==> config.mk <==
export PLATFORM = sky130hd
export DESIGN_NAME = game_score_judge
export DESIGN_NICKNAME = d
export VERILOG_FILES = /design/src/rtl/game_score_judge.sv
export SDC_FILE = /design/constraint.sdc
export NUM_CORES = 1
export LEC_CHECK = 0
export CORE_AREA = 2 2 171 89
export CTS_BUF_LIST = sky130_fd_sc_hd__clkbuf_4 sky130_fd_sc_hd__clkbuf_8 sky130_fd_sc_hd__clkbuf_16
export DETAILED_ROUTE_END_ITERATION = 10
export DIE_AREA = 0 0 173 91
export PLACE_DENSITY = 0.72
export SKIP_CTS_REPAIR_TIMING = 1
export SLEW_MARGIN = 5
export SYNTH_ARGS = -nofsm -noshare
export SYNTH_HDL_FRONTEND = slang
export SYNTH_SLANG_ARGS = --single-unit
==> constraint.sdc <==
create_clock -name vga_clk -period 15.1 [get_ports vga_clk]
set_clock_uncertainty 0.2 [all_clocks]
set_input_delay 1.51 -clock vga_clk [delete_from_list [all_inputs] [get_ports vga_clk]]
set_output_delay 1.51 -clock vga_clk [all_outputs]
set_load 0.01 [all_outputs]
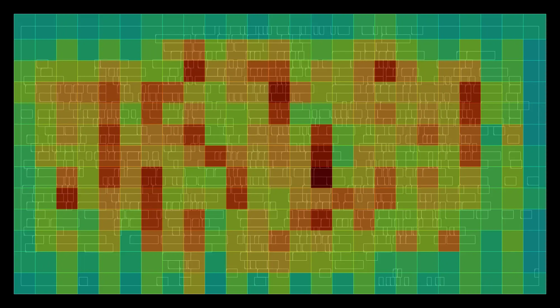
Figure 1: routing congestion.
final core occ: 52.0%
M2 GR Usage: 29.4%
WL/cell: 16.6 microns
All-Layer GR Usage: 20.3%

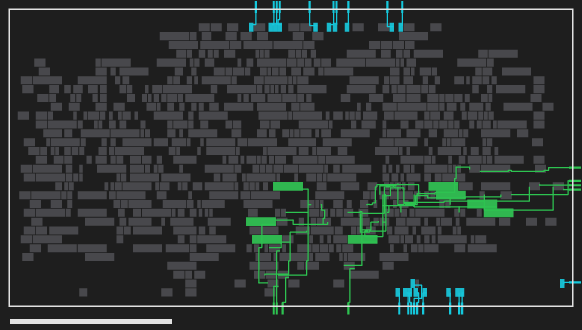
Figure 2: nets reached from selected ports.
Bar = 50 microns.
port	color	direction	end cells	buffers	wire
combo	green	output	8	8	589 microns
score_bcd	cyan	output	20	0	97.0 microns
port buffer count: 78
Top Ports: 101

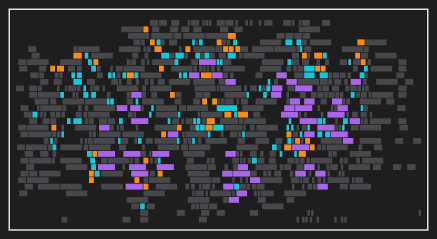
Figure 3: gate-type map.
family	color	cells
nor cells	cyan	96
and/or cells	orange	46
fa/ha/maj cells	purple	51
logic gate fraction of the total cell area: 45.8%
most numerous logic cell after layout: dfrtp_1
Post-Layout Cell Count: 919

==> results.cfg <==
; physical design summary
[clock_network]
htree_levels = 3
clkSinkCount = 98
insertion_delay_ns = 0.36
clk_pin_slew_worst_paths_ns = 0.07
clockRootBuffer = clkbuf_16
cts_buffer_depth = 2
cts_tree = done

[power]
p_clk_share_pct = 40.0
ir_worst_vdd_uv = 49.1
pg_seq_w = 0.000265
p_leak_nw = 3.29
p_switching_w = 0.000166
finalPower_w = 0.000575
power.group.top = registers
intPower_w = 0.000409
power_density_mw_per_mm2 = 77.9
p_seq_share_pct = 46.1
pg_clk_w = 0.000230

[die]
die-width_microns = 173
taps = 198
die_y_microns = 91
core_area_sq_mm = 0.0142
num_rows = 31

[logic_synthesis]
synth-simple-area-share_pct = 21.9
synth-async-reset-ratio_pct = 100
synthXorXnorAreaFrac_pct = 3.40
yosys_area_sq_mm = 0.00617
aoi_share_pct = 13.5
yosys_warnings = 0
ys_seq_share_pct = 39.7
synth.cellmix.adderShare_pct = 12.6
logic_family = simple AND/OR/NAND/NOR gates
top_cells_by_count = 98 x dfrtp_1, 49 x inv_1, 43 x nand2_1
yosysTopAreaCell = dfrtp_1
area_leaders = dfrtp_1 40%, ha_1 6.5%, fa_1 6.2%
syn_inst = 642
syn_area_per_cell_sq_um = 9.62
synth_area_sq_mm = 0.00617
ys_cells = 642
synth_cell_types = 60
synth_flop_count = 98
synth-main-ff-cell = dfrtp_1

[placement]
placed_area_sq_mm = 0.00707
gp_congestion = 0.875
dp.cells = 903
dp_hpwl_mm = 11.4
pre_cts_slack_ns = 7.30

[finish]
nets = 786
fin_area_sq_mm = 0.00738
biggestCellCategory = multi-input combinational cells
largest_reg_flops = 17
nFillCells = 1320
areaGrowthSynthToFinish_pct = 19.5
antenna_cells = 0
regArea_sq_mm = 0.00245
ff_count = 98
area_share_clock_buf_inv_pct = 4.02
inverters = 49

[global_route]
grt_pass1_vias = 4966
grt_start_max_net_pins = 58
grt_pass1_wl_mm = 25.6
antenna_found_initial = 0
grt.overflow.total = 0
use_met1_pct = 30.4
grt_busiest_layer = met1

[drt]
ant_nets = 0
drt-met1-wl_mm = 7.50
route.met3.wl_mm = 1.12
drt_first_pass_iters = 4
wl_mm = 15.3
vias = 5085
avgViaCountPerCell = 5.53
drt-initial-drc-count = 439

[critical_path]
cp.required_ns = 15.15
crit_slowest_cell = fa_1
rrSetupSlack_ns = 8.89
max_stage_delay_ns = 0.61
critPathMostFrequentCell = fa_1
worstPathMaxFanout = 8
critPathKind = input port to flip-flop
path_buffers = 4
r2r.worst_path.cells = 17

[sta]
relSlewSlack_pct = 27.3
final.period_utilization_pct = 49.3
final-hold-violation-count = 0
min_period_ns = 7.45
rsz0062_at_grt = false
tightest_slew_ns = 1.08
whs_ns = 0.150

[worst_hold_path]
whs_path_depth = 0
hold_class = flip-flop to flip-flop

[outcome]
status = completed
